<file path="src/rtl/fifo_arb_pkg.sv">
// Package for the FIFO write-port arbiter.
// Holds the FSM state encoding and the default parameter values shared by
// the arbiter top and its round-robin picker.
package fifo_arb_pkg;

  localparam int DEF_NUM_REQ   = 4;
  localparam int DEF_DATA_W    = 8;
  localparam int DEF_MAX_BURST = 16;

  // IDLE : nobody owns the port, arbitrate among current requesters
  // WAIT : owner selected, waiting for a byte and for the FIFO to be free
  // WRITE: strobe cycle; decide whether the burst continues
  typedef enum logic [1:0] {
    ST_IDLE  = 2'd0,
    ST_WAIT  = 2'd1,
    ST_WRITE = 2'd2
  } arb_state_t;

endpackage

</file>
<file path="src/rtl/fifo_write_arbiter_rr_pick.sv">
// rr_pick: combinational round-robin priority encoder.
// Ports:
//   req   in  N   request vector
//   ptr   in  IW  index of the last owner; search starts at (ptr+1) mod N
//   found out 1   at least one request present
//   index out IW  first requester found, wrapping N-1 -> 0
module rr_pick #(
  parameter int N  = 4,
  parameter int IW = $clog2(N)
) (
  input  logic [N-1:0]  req,
  input  logic [IW-1:0] ptr,
  output logic          found,
  output logic [IW-1:0] index
);

  logic [IW-1:0] cand;

  // Walk the candidates in priority order; the wrap is explicit so that a
  // non-power-of-two N never visits an index outside 0..N-1.
  always_comb begin
    found = 1'b0;
    index = '0;
    cand  = ptr;
    for (int i = 0; i < N; i++) begin
      cand = (cand == IW'(N - 1)) ? '0 : cand + 1'b1;
      if (!found && req[cand]) begin
        found = 1'b1;
        index = cand;
      end
    end
  end

endmodule

</file>
<file path="src/rtl/fifo_write_arbiter.sv">
// fifo_write_arbiter: shares one byte-wide FIFO write port among NUM_REQ
// producers with round-robin grants and bursts of up to MAX_BURST bytes.
// Ports:
//   clk, reset        clock, synchronous active-high reset
//   enable            low freezes FSM, pointer, beat counter and grant
//   req/last/data     per-producer byte offer (byte i = data[i*DATA_W +: DATA_W])
//   ack               1-cycle pulse, producer i's byte was written
//   fifo_busy         FIFO cannot take a write this cycle
//   fifo_we/fifo_data write strobe and byte
//   grant_valid/id    current owner of the port
//
// Handshake: a producer raises req[i] with data/last and holds them stable
// until it sees ack[i]; it may change them the cycle after. fifo_busy acts as
// an inverted ready and is sampled in the same cycle the strobe is decided,
// so fifo_we never follows a cycle in which fifo_busy was high.
module fifo_write_arbiter
  import fifo_arb_pkg::*;
#(
  parameter int NUM_REQ   = DEF_NUM_REQ,
  parameter int DATA_W    = DEF_DATA_W,
  parameter int MAX_BURST = DEF_MAX_BURST
) (
  input  logic                        clk,
  input  logic                        reset,
  input  logic                        enable,
  input  logic [NUM_REQ-1:0]          req,
  input  logic [NUM_REQ-1:0]          last,
  input  logic [NUM_REQ*DATA_W-1:0]   data,
  output logic [NUM_REQ-1:0]          ack,
  input  logic                        fifo_busy,
  output logic                        fifo_we,
  output logic [DATA_W-1:0]           fifo_data,
  output logic                        grant_valid,
  output logic [$clog2(NUM_REQ)-1:0]  grant_id
);

  localparam int IDW = $clog2(NUM_REQ);
  localparam int BW  = $clog2(MAX_BURST + 1);

  arb_state_t         state_q, state_d;
  logic [IDW-1:0]     rr_ptr_q, rr_ptr_d;
  logic [BW-1:0]      beat_q, beat_d;
  logic [IDW-1:0]     gid_q, gid_d;
  logic               gv_q, gv_d;
  logic               we_q, we_d;
  logic [DATA_W-1:0]  data_q, data_d;
  logic [NUM_REQ-1:0] ack_q, ack_d;
  logic               last_q, last_d;

  logic               pick_found;
  logic [IDW-1:0]     pick_idx;
  logic               sel_req, sel_last;
  logic [DATA_W-1:0]  sel_data;

  rr_pick #(.N(NUM_REQ), .IW(IDW)) u_pick (
    .req   (req),
    .ptr   (rr_ptr_q),
    .found (pick_found),
    .index (pick_idx)
  );

  // Owner's offer, selected by the registered grant.
  always_comb begin
    sel_req  = 1'b0;
    sel_last = 1'b0;
    sel_data = '0;
    for (int i = 0; i < NUM_REQ; i++) begin
      if (gid_q == IDW'(i)) begin
        sel_req  = req[i];
        sel_last = last[i];
        sel_data = data[i*DATA_W +: DATA_W];
      end
    end
  end

  always_ff @(posedge clk) begin
    if (reset) begin
      state_q  <= ST_IDLE;
      rr_ptr_q <= IDW'(NUM_REQ - 1);
      beat_q   <= '0;
      gid_q    <= '0;
      gv_q     <= 1'b0;
      we_q     <= 1'b0;
      data_q   <= '0;
      ack_q    <= '0;
      last_q   <= 1'b0;
    end else begin
      state_q  <= state_d;
      rr_ptr_q <= rr_ptr_d;
      beat_q   <= beat_d;
      gid_q    <= gid_d;
      gv_q     <= gv_d;
      we_q     <= we_d;
      data_q   <= data_d;
      ack_q    <= ack_d;
      last_q   <= last_d;
    end
  end

  // Strobe and ack default low every cycle: they are single-cycle pulses and
  // a frozen (enable=0) cycle must drop them while everything else holds.
  always_comb begin
    state_d  = state_q;
    rr_ptr_d = rr_ptr_q;
    beat_d   = beat_q;
    gid_d    = gid_q;
    gv_d     = gv_q;
    we_d     = 1'b0;
    data_d   = data_q;
    ack_d    = '0;
    last_d   = last_q;
    if (enable) begin
      case (state_q)
        ST_IDLE: begin
          if (pick_found) begin
            gid_d   = pick_idx;
            gv_d    = 1'b1;
            beat_d  = '0;
            state_d = ST_WAIT;
          end
        end
        ST_WAIT: begin
          if (!sel_req) begin
            // Owner withdrew: release, and rotate past it.
            rr_ptr_d = gid_q;
            gv_d     = 1'b0;
            state_d  = ST_IDLE;
          end else if (!fifo_busy) begin
            we_d   = 1'b1;
            data_d = sel_data;
            for (int i = 0; i < NUM_REQ; i++) begin
              ack_d[i] = (gid_q == IDW'(i));
            end
            last_d  = sel_last;
            state_d = ST_WRITE;
          end
        end
        ST_WRITE: begin
          beat_d = beat_q + 1'b1;
          if (last_q || (beat_q == BW'(MAX_BURST - 1))) begin
            rr_ptr_d = gid_q;
            gv_d     = 1'b0;
            state_d  = ST_IDLE;
          end else begin
            state_d = ST_WAIT;
          end
        end
        default: begin
          gv_d    = 1'b0;
          state_d = ST_IDLE;
        end
      endcase
    end
  end

  assign ack         = ack_q;
  assign fifo_we     = we_q;
  assign fifo_data   = data_q;
  assign grant_valid = gv_q;
  assign grant_id    = gid_q;

endmodule

</file>
<file path="config.mk">
export PLATFORM = sky130hd
export DESIGN_NAME = fifo_write_arbiter
export DESIGN_NICKNAME = d
export VERILOG_FILES = /design/src/rtl/fifo_arb_pkg.sv /design/src/rtl/fifo_write_arbiter_rr_pick.sv /design/src/rtl/fifo_write_arbiter.sv
export SDC_FILE = /design/constraint.sdc
export NUM_CORES = 1
export LEC_CHECK = 0
export CAP_MARGIN = 20
export CORE_MARGIN = 5
export CORE_UTILIZATION = 62
export CTS_CLUSTER_SIZE = 12
export DETAILED_ROUTE_END_ITERATION = 12
export DONT_BUFFER_PORTS = 1
export PLACE_DENSITY = 0.81
export SLEW_MARGIN = 20
export SYNTH_ARGS = -nofsm -noshare
export SYNTH_HDL_FRONTEND = slang
export SYNTH_SLANG_ARGS = --single-unit
</file>
<file path="constraint.sdc">
create_clock -name clk -period 2.9 [get_ports clk]
set_input_delay 0.58 -clock clk [delete_from_list [all_inputs] [get_ports clk]]
set_output_delay 0.58 -clock clk [all_outputs]
set_load 0.05 [all_outputs]
</file>
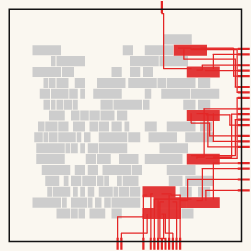
Figure 1: wires at chosen ports, followed through buffers.
(4 px per um)
| colour | port | bits | direction | edge | end cells | buffers | wire |
|---|---|---|---|---|---|---|---|
| red | data | 32 | input | 19 right, 12 bottom, 1 top | 8 | 0 | 486 um |

==> metrics.csv <==
metric,value,unit
combinationalPower,0.000120,W
final.clkbuf_count,4,
die_area,3330,um2
fill_cells,171,
period_used_share,67.1,%
fin_worst_skew,7.20,ps
reg2reg_slack,950,ps
die_y,57.7,um
p_seq_share,57.1,%
synth_nets,176,
p_int,0.000505,W
largestPowerGroup,registers,
xor_share,0,%
r2r_end,fifo_data[0]$_SDFFE_PP0P_,
path_cells,"buf_4, mux2i_1, o22ai_4, a21oi_2, a22o_1",
comb_area_share,57.1,%
critical_path_depth,5,
clockPowerShare,25.5,%
drive_above_1_share,15.7,%
pg_clk,0.000176,W
ys_area,1410,um2
port_buffers,0,
finalSetupTns,0,ps
maxSlewViolCount,0,
synthArstFlopShare,0,%
cts_hold_buffers,0,
netlist_logic_family_top,simple AND/OR/NAND/NOR gates,
top_cell,dfxtp_1,
layout_top_cells,"dfxtp_1 (26), nor2_1 (11), a22o_1 (8)",
avgViaCountPerCell,6.66,
post_cts_buffers,0,
synth_area_leader_cell,dfxtp_1,
min_to,grant_id[0]$_SDFFE_PP0P_,
whs,311,ps
n_all_buffers,2,
place_area,1400,um2
seqCellArea,520,um2
fp_util,64.3,%
status,completed,
path_clk_slew,130,ps
synth_flops,26,
area_leaders,"dfxtp_1 (37%), mux4_2 (11%), a22o_1 (5.0%)",
drcViolationCount,0,
r2r_cells,5,
synthesis.area,1410,um2
non_clock_inverter_count,2,
min_path_cells,1,
wl_met3,265,um
dr.pass1.iters,4,
path_buffers,1,
switching_share,26.8,%
vias,1033,
crit_type,reg2reg,
syn_area_per_cell,10.9,um2
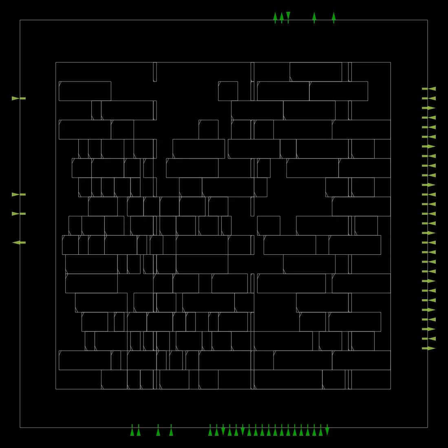
Figure 2: cell placement.
final core occ: 65.6%
Tap Cells: 28
flop count: 26
core region area: 2190 um2
final std cells w/o fill: 155

